### config.mk
export PLATFORM = sky130hd
export DESIGN_NAME = kv_store_buffer
export DESIGN_NICKNAME = d
export VERILOG_FILES = /design/src/rtl/kv_sb_pkg.sv /design/src/rtl/kv_sb_age_rotator.sv /design/src/rtl/kv_store_buffer.sv
export SDC_FILE = /design/constraint.sdc
export NUM_CORES = 1
export LEC_CHECK = 0
export CORE_ASPECT_RATIO = 2
export CORE_MARGIN = 3
export CORE_UTILIZATION = 50
export CTS_CLUSTER_DIAMETER = 100
export DETAILED_ROUTE_END_ITERATION = 10
export PLACE_DENSITY = 0.78
export SYNTH_ARGS = -nofsm -noshare
export SYNTH_HDL_FRONTEND = slang
export SYNTH_SLANG_ARGS = --single-unit
export TNS_END_PERCENT = 50
### constraint.sdc
create_clock -name i_clk -period 8.8 [get_ports i_clk]
set_input_delay 1.76 -clock i_clk [delete_from_list [all_inputs] [get_ports i_clk]]
set_output_delay 1.76 -clock i_clk [all_outputs]
set_load 0.03 [all_outputs]
### src/rtl/kv_sb_pkg.sv
// Shared types and helpers for the store buffer: the entry record and the
// word-granular address compare used by store-to-load forwarding.
package kv_sb_pkg;

    localparam int KV_ADDR_W = 32;
    localparam int KV_DATA_W = 32;

    typedef struct packed {
        logic                 valid;
        logic [KV_ADDR_W-1:0] addr;
        logic [KV_DATA_W-1:0] data;
    } sb_entry_t;

    // Word match: byte offset bits [1:0] are discarded by the shift.
    function automatic logic word_match(input logic [KV_ADDR_W-1:0] a,
                                        input logic [KV_ADDR_W-1:0] b);
        return (((a ^ b) >> 2) == {KV_ADDR_W{1'b0}});
    endfunction

endpackage

### src/rtl/kv_sb_age_rotator.sv
// Reorders physical slots into age order (index 0 = youngest) and flags
// every live slot whose word address matches the lookup address.
module kv_sb_age_rotator
    import kv_sb_pkg::*;
#(
    parameter int DEPTH = 4,
    parameter int PTR_W = $clog2(DEPTH)
) (
    input  sb_entry_t [DEPTH-1:0]                slots,
    input  logic      [PTR_W-1:0]                tail,
    input  logic      [KV_ADDR_W-1:0]            lkup_addr,
    output logic      [DEPTH-1:0][KV_DATA_W-1:0] fwd_datas,
    output logic      [DEPTH-1:0]                fwd_valid
);

    logic [PTR_W-1:0] slot_s;

    // Age k lives in slot (tail-1-k); pointer width gives the modulo for free.
    always_comb begin
        fwd_datas = '0;
        fwd_valid = '0;
        slot_s    = '0;
        for (int k = 0; k < DEPTH; k++) begin
            slot_s       = tail - PTR_W'(1) - PTR_W'(k);
            fwd_datas[k] = slots[slot_s].data;
            fwd_valid[k] = slots[slot_s].valid && word_match(slots[slot_s].addr, lkup_addr);
        end
    end

endmodule

### src/rtl/kv_store_buffer.sv
// Circular store buffer between commit and the data-cache write port, with
// a combinational age-ordered lookup for store-to-load forwarding.
module kv_store_buffer
    import kv_sb_pkg::*;
#(
    // Widths must match the entry record in kv_sb_pkg.
    parameter int DATA_WIDTH = KV_DATA_W,
    parameter int ADDR_WIDTH = KV_ADDR_W,
    parameter int DEPTH      = 4
) (
    input  logic                             i_clk,
    input  logic                             i_rst_n,
    input  logic                             i_enq_valid,
    output logic                             o_enq_ready,
    input  logic [ADDR_WIDTH-1:0]            i_enq_addr,
    input  logic [DATA_WIDTH-1:0]            i_enq_data,
    output logic                             o_drain_valid,
    input  logic                             i_drain_ready,
    output logic [ADDR_WIDTH-1:0]            o_drain_addr,
    output logic [DATA_WIDTH-1:0]            o_drain_data,
    input  logic [ADDR_WIDTH-1:0]            i_lkup_addr,
    output logic [DEPTH-1:0][DATA_WIDTH-1:0] o_fwd_datas,
    output logic [DEPTH-1:0]                 o_fwd_valid,
    output logic                             o_fwd_hit,
    output logic [$clog2(DEPTH):0]           o_count,
    output logic                             o_empty,
    output logic                             o_full
);

    localparam int PTR_W = $clog2(DEPTH);
    localparam int CNT_W = PTR_W + 1;

    logic [PTR_W-1:0]      head_r;
    logic [PTR_W-1:0]      tail_r;
    logic [CNT_W-1:0]      count_r;
    logic [DEPTH-1:0]      valid_r;
    logic [DEPTH-1:0]      valid_next_s;
    logic [ADDR_WIDTH-1:0] addr_r [DEPTH];
    logic [DATA_WIDTH-1:0] data_r [DEPTH];
    sb_entry_t [DEPTH-1:0] entries_s;

    logic full_s;
    logic empty_s;
    logic enq_fire_s;
    logic drain_fire_s;

    assign full_s       = (count_r == CNT_W'(DEPTH));
    assign empty_s      = (count_r == {CNT_W{1'b0}});
    assign enq_fire_s   = i_enq_valid && !full_s;
    assign drain_fire_s = !empty_s && i_drain_ready;

    assign o_enq_ready   = !full_s;
    assign o_drain_valid = !empty_s;
    assign o_drain_addr  = addr_r[head_r];
    assign o_drain_data  = data_r[head_r];
    assign o_count       = count_r;
    assign o_empty       = empty_s;
    assign o_full        = full_s;
    assign o_fwd_hit     = |o_fwd_valid;

    // Next slot-valid vector: drain clears head, enqueue sets tail.
    always_comb begin
        valid_next_s = valid_r;
        if (drain_fire_s) begin
            valid_next_s[head_r] = 1'b0;
        end else begin
            valid_next_s = valid_r;
        end
        if (enq_fire_s) begin
            valid_next_s[tail_r] = 1'b1;
        end else begin
            valid_next_s[tail_r] = valid_next_s[tail_r];
        end
    end

    // Pointers, occupancy and valid bits; reset discards every entry at once.
    always_ff @(posedge i_clk or negedge i_rst_n) begin
        if (!i_rst_n) begin
            head_r  <= {PTR_W{1'b0}};
            tail_r  <= {PTR_W{1'b0}};
            count_r <= {CNT_W{1'b0}};
            valid_r <= {DEPTH{1'b0}};
        end else begin
            valid_r <= valid_next_s;
            if (enq_fire_s) begin
                tail_r <= tail_r + PTR_W'(1);
            end
            if (drain_fire_s) begin
                head_r <= head_r + PTR_W'(1);
            end
            case ({enq_fire_s, drain_fire_s})
                2'b10:   count_r <= count_r + CNT_W'(1);
                2'b01:   count_r <= count_r - CNT_W'(1);
                default: count_r <= count_r;
            endcase
        end
    end

    // Entry payload storage; deliberately not reset, qualified by valid_r.
    always_ff @(posedge i_clk) begin
        if (enq_fire_s) begin
            addr_r[tail_r] <= i_enq_addr;
            data_r[tail_r] <= i_enq_data;
        end
    end

    // Pack registers into entry records for the rotator.
    always_comb begin
        entries_s = '0;
        for (int i = 0; i < DEPTH; i++) begin
            entries_s[i].valid = valid_r[i];
            entries_s[i].addr  = addr_r[i];
            entries_s[i].data  = data_r[i];
        end
    end

    kv_sb_age_rotator #(
        .DEPTH (DEPTH),
        .PTR_W (PTR_W)
    ) u_rotator (
        .slots     (entries_s),
        .tail      (tail_r),
        .lkup_addr (i_lkup_addr),
        .fwd_datas (o_fwd_datas),
        .fwd_valid (o_fwd_valid)
    );

endmodule
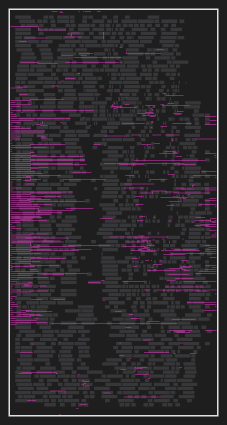
**Above:** run 1 (signal wires on met3).
Scale: 1.5 px per um. Cells faint in the background.
main direction	horizontal
nets with wire on the layer	297

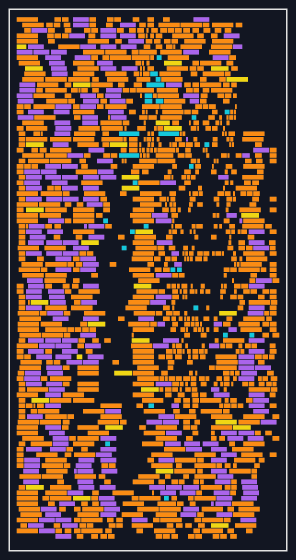
**Above:** run 1 (cell sizes after repair).
Scale: 2 px per um.
color	size	cells	share	most used
yellow	drive 6 and up	32	2.4%	clkbuf_16
purple	drive 2	254	19%	mux4_2
orange	drive 1 or less	1025	77%	clkdlybuf4s50_1
cyan	drive 3 to 4	27	2.0%	buf_4

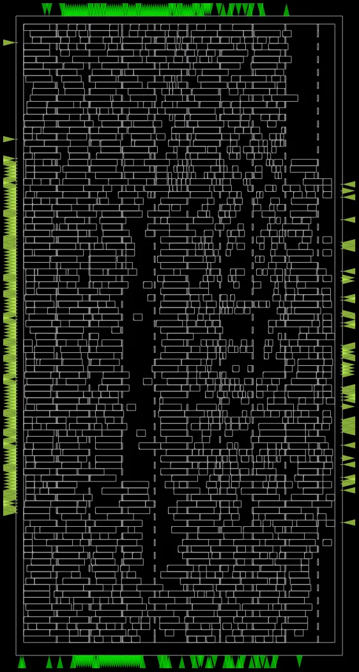
**Above:** run 1 (cell outlines without signal wires).
core area: 34400 sq um
Well Taps: 441

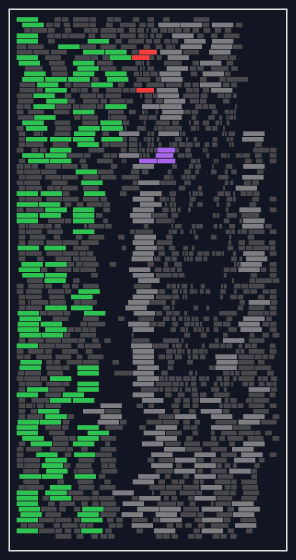
**Above:** run 1 (sequential cells grouped by signal name).
Scale: 2 px per um.
color	name in the netlist	sequential cells
green	data_r	128
red	o_count	3
purple	valid_r	4

==> impl_metrics.toml, run 1 <==
# implementation run metrics
[timing]
relSlewSlack_pct = 23.5
slew_viol_final = 0
finClkSkew_ns = 0.0219
rsz0062_at_grt = "false"
setup_slack_ns = 0.912
fmax_mhz = 127
hold_viol = 0
layout_min_cycle_time_ns = 7.89

[clock_tree]
postCtsHoldBufs = 0
h-tree-depth = 1
cts-buffers-inserted = 26
clkTransAtPathRegs_ns = 0.06
post_cts_buffers = 0
cts_tree = "built"
cts_buffer_depth = 3
worstSkewPairLatency_ns = 0.56
cts.repair.resized = 0
cts_root_buf = "clkbuf_16"

[worst_setup_path]
cp.arrival_ns = 6.13
crit_path_start_kind = "flip-flop"
r2r_end = "data_r[3][5]$_DFFE_PP_"
path_cells = "inv_2 -> ha_4 -> buf_4 -> mux4_2 -> xnor2_1 -> nand4_1 -> nor4_2 -> o221ai_1 -> a2111oi_2 -> or4_1 -> clkdlybuf4s50_1"
r2r_slack_ns = 5.39
crit_fanout = 59
path_class = "flip-flop to primary output"
crit_slowest_cell = "ha_4"
cp_num_buf_inv = 3
reg2reg_from = "tail_r[0]$_DFFE_PN0N_"

[logic_synthesis]
syn_area_sq_um = 17400
ys_types = 57
ys_warn_count = 0
ys_seq_share_pct = 45.7
yosys_area_sq_um = 17400
ys.flop_type = "edfxtp_1"
syn_avg_cell_area_sq_um = 16.2
ys.flops = 267
syn-instance-count = 1073
synthArstFlopShare_pct = 4.12

[routing]
wl_um = 52100
vias_per_cell = 6.66
antenna_left = 0
drtIter0Drc = 708
vias = 11800
drcViolationCount = 0
post_drt_wl_per_cell_um = 29.3

[layout]
comb_area_sq_um = 8850
nets = 1428
drive_gt1_share_pct = 23.4
final_util_pct = 62.4
fill_cells = 2555
register_area_sq_um = 7970

[place]
dp_hpwl_um = 37100
gp_congestion = 0.987
place_ws_ns = 1.46
port_buffers = 301

[grt]
grt_use_total_pct = 28.3
grt_max_degree = 130
first_global_vias = 12400
antenna_found_initial = 3

[floorplan]
fp-row-count = 96
fp_util_pct = 50.7
die-width_um = 138
die_h_um = 270

[hold_path]
hold_path_class = "flip-flop to flip-flop"
hold_path_end = "o_count[2]$_DFFE_PN0P_"

[job]
warning_count = 36

[run_status]
status = "completed"
-- run 1: cells in the mapped netlist (all sizes together), types with 10 or more instances --
cell type,number,share of area [%]
a21oi,27,0.78
buf,73,2.7
clkbuf,28,0.60
dfrtp,11,1.6
edfxtp,256,44
inv,20,0.43
mux2i,102,5.9
mux4,237,31
nand2,30,0.65
nand3,13,0.37
nand4,18,0.65
nor2,21,0.45
o21ai,29,0.83
o22ai,10,0.36
xnor2,78,3.9
xor2,14,0.70
-- run 1: stage by stage --
stage / std cells
2_1_floorplan: 1073
3_3_place_gp: 1731
3_5_place_dp: 1731
4_1_cts: 1779
5_1_grt: 1780
6_report: 1780
-- run 1: flip-flops by register name (all words and copies together) (netlist names) --
name	count
addr_r	128
data_r	128
head_r	2
o_count	3
tail_r	2
valid_r	4
-- run 1: cell families after synthesis --
kind of cell	Yosys count	share of synthesized area [%]
compound gates	121	4.70
xor+xnor	92	4.63
fa+ha+maj	10	0.761
buf+inv	121	3.70
flops	267	45.7
mux	344	36.9
simple gates	118	3.61
-- run 1: worst max path at each step --
stage                                from   endpoint  slack (ns)  cells after the start
floorplan                 i_lkup_addr[27]  o_fwd_hit        2.81                      7
global placement    tail_r[0]$_DFFE_PN0N_  o_fwd_hit        1.61                     11
detailed placement  tail_r[0]$_DFFE_PN0N_  o_fwd_hit        1.46                     11
CTS                 tail_r[0]$_DFFE_PN0N_  o_fwd_hit        0.89                     11
global route        tail_r[0]$_DFFE_PN0N_  o_fwd_hit        0.66                     11
finish              tail_r[0]$_DFFE_PN0N_  o_fwd_hit        0.91                     11
-- run 1: metal layers --
layer,share of wire (%),vias to the layer above,track usage [%]
li1,-,5023,-
met1,31,6091,30.4
met2,53,567,48.8
met3,7.7,162,6.84
met4,7.7,4,17.8
met5,0.031,-,0
-- run 1: area by class of cell --
type                       count  share of cell area (%)
sequential                   267                    37.2
tap                          441                    2.57
clock inverter                14                   0.595
inverter                      20                   0.350
multi-input combinational    685                    41.3
clock buffer                  34                    3.32
antenna                        1                  0.0117
timing repair buffer         318                    14.7
**Run 1: placement by cell class**

Scale: 2 px per um.
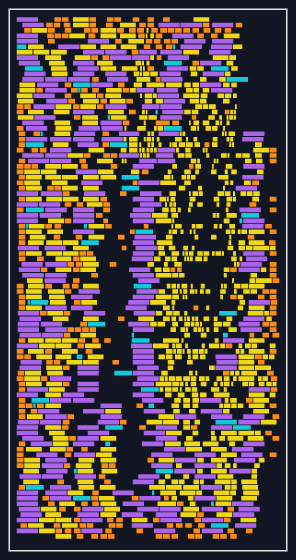

==> inputs of run 2 (changes only) <==
--- a/config.mk
+++ b/config.mk
@@ -8,7 +8,7 @@
 export CORE_ASPECT_RATIO = 2
 export CORE_MARGIN = 3
 export CORE_UTILIZATION = 50
-export CTS_CLUSTER_DIAMETER = 100
+export CTS_CLUSTER_DIAMETER = 30
 export DETAILED_ROUTE_END_ITERATION = 10
 export PLACE_DENSITY = 0.78
 export SYNTH_ARGS = -nofsm -noshare
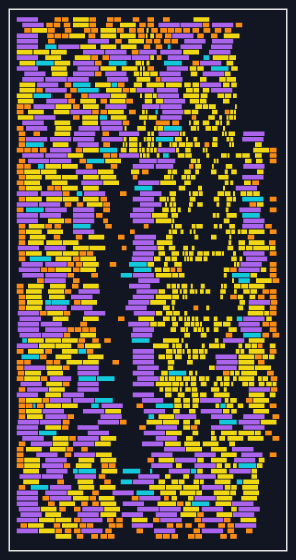
**Above:** run 2 (placement by cell class).
Scale: 2 px per um.
color	class	cells
orange	other buffers and delay cells	318
cyan	clock drivers and dummy loads	62
yellow	all other logic	705
purple	flip-flops	267

==> impl_metrics.toml, run 2 <==
# implementation run metrics
[run_status]
status = "completed"

[floorplan]
fp_util_pct = 50.7
die-width_um = 138
fp-row-count = 96
die_h_um = 270
chip_area_sq_um = 37300
coreArea_sq_um = 34400
io_pins = 304

[routing]
post_drt_wl_per_cell_um = 29.4
antenna_left = 0
vias_per_cell = 6.62
wl_um = 52700
drtIter0Drc = 769
drcViolationCount = 0
vias = 11900

[layout]
syn2layout_area_growth_pct = 25.1
final_cell_mix = "clkdlybuf4s50_1 (301), edfxtp_1 (256), mux4_2 (236), mux2i_1 (100), xnor2_1 (78)"
register_area_sq_um = 7970
largestRegisters = "addr_r: 128 flops, data_r: 128 flops, valid_r: 4 flops"
comb_area_sq_um = 8850
fill_cells = 2519
nets = 1437
drive_gt1_share_pct = 24.7
fin_cells = 1794
final_common_cell = "clkdlybuf4s50_1"

[logic_synthesis]
syn_area_sq_um = 17400
ys_warn_count = 0
syn-instance-count = 1073
ys_top_cells_by_count = "edfxtp_1 (256), mux4_2 (236), mux2i_1 (100), xnor2_1 (78), buf_2 (36)"
edf_count = 256
yosys_area_sq_um = 17400
area_leaders = "edfxtp_1 (44%), mux4_2 (31%), mux2i_1 (5.7%)"
top_cell = "edfxtp_1"
yosys.area.top_type_share_pct = 44.1
synthArstFlopShare_pct = 4.12
ys_seq_share_pct = 45.7
ys.flop_type = "edfxtp_1"
top_area_cell = "edfxtp_1"
ys_types = 57
syn_avg_cell_area_sq_um = 16.2
ys.flops = 267

[timing]
slew_viol_final = 0
layout_min_cycle_time_ns = 7.95
finClkSkew_ns = 0.0170
setup_viol = 0
hold_viol = 0
relSlewSlack_pct = 22.1
rsz0062_at_grt = "false"
fmax_mhz = 126
finalCritPeriodShare_pct = 90.4
finalSetupTns_ns = 0

[hold_path]
hold_path_depth = 1
hold_path_end = "o_count[2]$_DFFE_PN0P_"
hold_path_class = "flip-flop to flip-flop"
holdCritStartpoint = "o_count[2]$_DFFE_PN0P_"

[clock_tree]
clkTransAtPathRegs_ns = 0.06
cts_buffer_depth = 3
cts_tree = "built"
h-tree-depth = 2
postCtsHoldBufs = 0
cts-buffers-inserted = 35
cts_sinks = 267
cts.repair.resized = 0
post_cts_buffers = 0
worstSkewPairLatency_ns = 0.53
cts_root_buf = "clkbuf_16"

[place]
placedCellCount = 1731
gp_congestion = 0.987
port_buffers = 301
dp_hpwl_um = 37100

[grt]
antenna_found_initial = 3
grt_use_total_pct = 28.7
grt_first_pass_wirelength_um = 78900
grt_max_degree = 130
first_global_vias = 12500

[job]
maxCapViolations = 0
warning_count = 36

[worst_setup_path]
reg2reg_from = "tail_r[0]$_DFFE_PN0N_"
path_class = "flip-flop to primary output"
crit_required_ns = 7.04
reg2reg_depth = 4
crit_fanout = 59
r2r_slack_ns = 5.38
crit_path_start_kind = "flip-flop"
r2r_end = "addr_r[1][1]$_DFFE_PP_"
cp.arrival_ns = 6.19
-- run 2: per-layer routing --
layer | global-route usage, % | part of all wire [%]
met1 | 30.6 | 32
met4 | 18.4 | 7.8
met3 | 7.01 | 7.4
met2 | 49.5 | 53
met5 | 0 | 0.030
-- run 2: final cells by class --
class	count	share of cell area, %
clock inverters	27	1.45
repair buffers	318	14.5
inverters	20	0.344
flip-flops and latches	267	36.6
diodes	1	0.0115
well taps	441	2.53
multi-input cells	685	40.6
clock buffers	35	4.02
-- run 2: critical path, cell delays in order (launching register included) --
cell and delay [ns]:
dfrtp_4 0.62, inv_2 0.58, ha_4 0.85, buf_4 0.42, mux2i_1 0.77, o22ai_1 0.17
nor4_1 0.52, o221ai_1 0.26, a2111oi_2 0.56, or4_1 0.20, clkdlybuf4s50_1 0.67
-- run 2: logic make-up (layout without fill, tap and decap cells) --
kind of cell	count (synthesis)	count (layout)	synth area share [%]
other	0	1	0
AND-OR/OR-AND	121	121	4.70
adder cells (fa/ha/maj)	10	10	0.761
multiplexers	344	344	36.9
AND/OR/NAND/NOR	118	118	3.61
buffers and inverters	121	400	3.70
flip-flops	267	267	45.7
XOR/XNOR	92	92	4.63
-- run 2: per-stage QoR --
stage          utilization (%)  worst slack [ns]  hold WS (ns)  area (sq um)
2_1_floorplan                -              2.81         0.562         17400
4_1_cts                   63.4             0.913         0.516         21800
3_3_place_gp              60.0              1.61         0.511         20600
6_report                  63.4             0.847         0.516         21800
3_5_place_dp              60.0              1.46         0.504         20600
5_1_grt                   63.4             0.682         0.532         21800
-- run 2: how the worst max path moves through the flow --
stage,from,end,slack [ns],depth (start not counted)
2_1_floorplan,i_lkup_addr[27],o_fwd_hit,2.81,7
3_3_place_gp,tail_r[0]$_DFFE_PN0N_,o_fwd_hit,1.61,11
3_5_place_dp,tail_r[0]$_DFFE_PN0N_,o_fwd_hit,1.46,11
4_1_cts,tail_r[0]$_DFFE_PN0N_,o_fwd_hit,0.91,11
5_1_grt,tail_r[0]$_DFFE_PN0N_,o_fwd_hit,0.68,11
6_report,tail_r[0]$_DFFE_PN0N_,o_fwd_hit,0.85,10
**Run 2: signal wires on met3**

Scale: 1.5 px per um. Cells faint in the background.
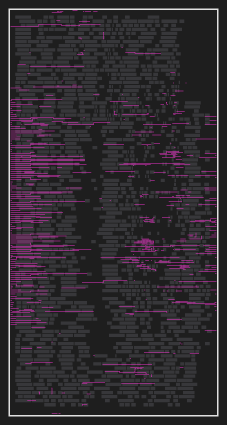

==> inputs of run 3 (changes only) <==
--- a/config.mk
+++ b/config.mk
@@ -5,12 +5,15 @@
 export SDC_FILE = /design/constraint.sdc
 export NUM_CORES = 1
 export LEC_CHECK = 0
+export CAP_MARGIN = 25
 export CORE_ASPECT_RATIO = 2
 export CORE_MARGIN = 3
 export CORE_UTILIZATION = 50
 export CTS_CLUSTER_DIAMETER = 30
 export DETAILED_ROUTE_END_ITERATION = 10
+export MAX_ROUTING_LAYER = met4
 export PLACE_DENSITY = 0.78
+export SETUP_SLACK_MARGIN = 0.02
 export SYNTH_ARGS = -nofsm -noshare
 export SYNTH_HDL_FRONTEND = slang
 export SYNTH_SLANG_ARGS = --single-unit
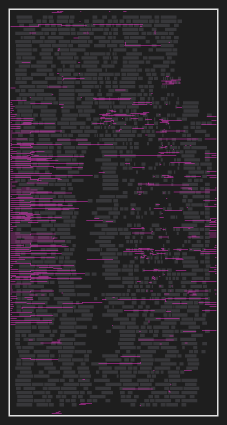
**Above:** run 3 (signal wires on met3).
Scale: 1.5 px per um. Cells faint in the background.
wire length on this layer	3650 um
main direction	horizontal
nets with wire on the layer	299
share of all routed wire	6.9%

==> impl_metrics.toml, run 3 <==
# implementation run metrics
[logic_synthesis]
synthArstFlopShare_pct = 4.12
adder_share_pct = 0.761
yosys.area.top_type_share_pct = 44.1
syn_avg_cell_area_sq_um = 16.2
yosys_area_sq_um = 17400
ys_seq_share_pct = 45.7
ys_top_cells_by_count = "edfxtp_1 (256), mux4_2 (236), mux2i_1 (100), xnor2_1 (78), buf_2 (36)"
top_cell = "edfxtp_1"
syn-instance-count = 1073
yosys-mux-area-fraction_pct = 36.9
simple_gate_area_share_pct = 3.61
ys_warn_count = 0
ys_sh_xor_pct = 4.63
top_area_cell = "edfxtp_1"
ys_sh_aoi_pct = 4.70
area_leaders = "edfxtp_1 (44%), mux4_2 (31%), mux2i_1 (5.7%)"
edf_count = 256
ys.flops = 267

[floorplan]
die_h_um = 270
io_pins = 304
fp-row-count = 96
coreArea_sq_um = 34400
fp_util_pct = 50.7
chip_area_sq_um = 37300
die-width_um = 138

[layout]
fill_cells = 2563
final_common_cell = "clkdlybuf4s50_1"
drive_gt1_share_pct = 24.4
nets = 1436
comb_area_sq_um = 8850
final_cell_mix = "clkdlybuf4s50_1 (301), edfxtp_1 (256), mux4_2 (236), mux2i_1 (100), xnor2_1 (78)"
register_area_sq_um = 7970

[worst_setup_path]
crit_required_ns = 7.04
slowest_delay_ns = 1.04
crit_fanout = 60
cp.arrival_ns = 6.61
path_class = "flip-flop to primary output"
reg2reg_from = "tail_r[0]$_DFFE_PN0N_"
path_cells = "inv_2 -> ha_4 -> buf_4 -> mux2i_1 -> mux2i_1 -> xnor2_1 -> nand4_1 -> or4_1 -> a2111oi_2 -> or4_1 -> clkdlybuf4s50_1"
reg2reg_depth = 5
cp_num_buf_inv = 3
crit_path_start_kind = "flip-flop"
path_delay_family = "buffers and inverters"

[timing]
finalCritPeriodShare_pct = 95.1
rsz0062_at_grt = "false"
fmax_mhz = 120
relSlewSlack_pct = 31.4
setup_viol = 0
layout_min_cycle_time_ns = 8.37
hold_viol = 0

[grt]
grt_max_degree = 130
grt_first_pass_wirelength_um = 78500
grt_use_total_pct = 29.4

[clock_tree]
cts_buffer_depth = 3
post_cts_buffers = 0
postCtsHoldBufs = 0
clkTransAtPathRegs_ns = 0.06
cts_root_buf = "clkbuf_16"
worstSkewPairLatency_ns = 0.51
cts_sinks = 267
cts-buffers-inserted = 34
h-tree-depth = 2
cts.repair.resized = 0

[place]
gp_congestion = 1.03
dp_hpwl_um = 37500
port_buffers = 301

[job]
warning_count = 36

[routing]
vias_per_cell = 6.66
vias = 12000
antenna_left = 0
post_drt_wl_per_cell_um = 29.3

[run_status]
status = "completed"

[hold_path]
hold_path_depth = 1
-- run 3: cell counts after synthesis --
No cell type changed its count.
-- run 3: stage by stage --
stage	cell area, sq um	std cells	setup slack (ns)	hold slack (ns)	utilization [%]
after CTS	21800	1792	0.564	0.534	63.3
after global placement	20600	1731	1.27	0.512	60.0
after floorplan	17400	1073	2.81	0.562	-
after global routing	21800	1797	0.142	0.554	63.4
final	21800	1797	0.434	0.532	63.4
after detailed placement	20600	1731	1.15	0.521	60.0
-- run 3: worst max path at each step --
stage	from	endpoint	slack, ns
floorplan	i_lkup_addr[27]	o_fwd_hit	2.81
global placement	tail_r[0]$_DFFE_PN0N_	o_fwd_hit	1.27
detailed placement	tail_r[0]$_DFFE_PN0N_	o_fwd_hit	1.15
CTS	tail_r[0]$_DFFE_PN0N_	o_fwd_hit	0.56
global route	tail_r[0]$_DFFE_PN0N_	o_fwd_hit	0.14
finish	tail_r[0]$_DFFE_PN0N_	o_fwd_hit	0.43
-- run 3: area by class of cell --
| type | count | share of cell area, % |
|---|---|---|
| Tap cell | 441 | 2.53 |
| Sequential cell | 267 | 36.6 |
| Multi-Input combinational cell | 685 | 40.6 |
| Clock inverter | 21 | 1.17 |
| Timing Repair Buffer | 318 | 14.5 |
| Antenna cell | 5 | 0.0575 |
| Clock buffer | 40 | 4.15 |
| Inverter | 20 | 0.345 |
-- run 3: cells by family (layout without fill, tap and decap cells) --
kind of cell,Yosys count,count (layout)
compound gates,121,121
xor+xnor,92,92
fa+ha+maj,10,10
buf+inv,121,399
flops,267,267
mux,344,344
other cells,0,5
simple gates,118,118
-- run 3: routing by layer --
layer  track usage, %  vias up  part of all wire (%)
met5                -        -                     0
met4             16.6        0                   7.0
met3             6.15      146                   6.9
met2             50.1      538                    54
met1             31.2     6228                    32
li1                 -     5059                     -
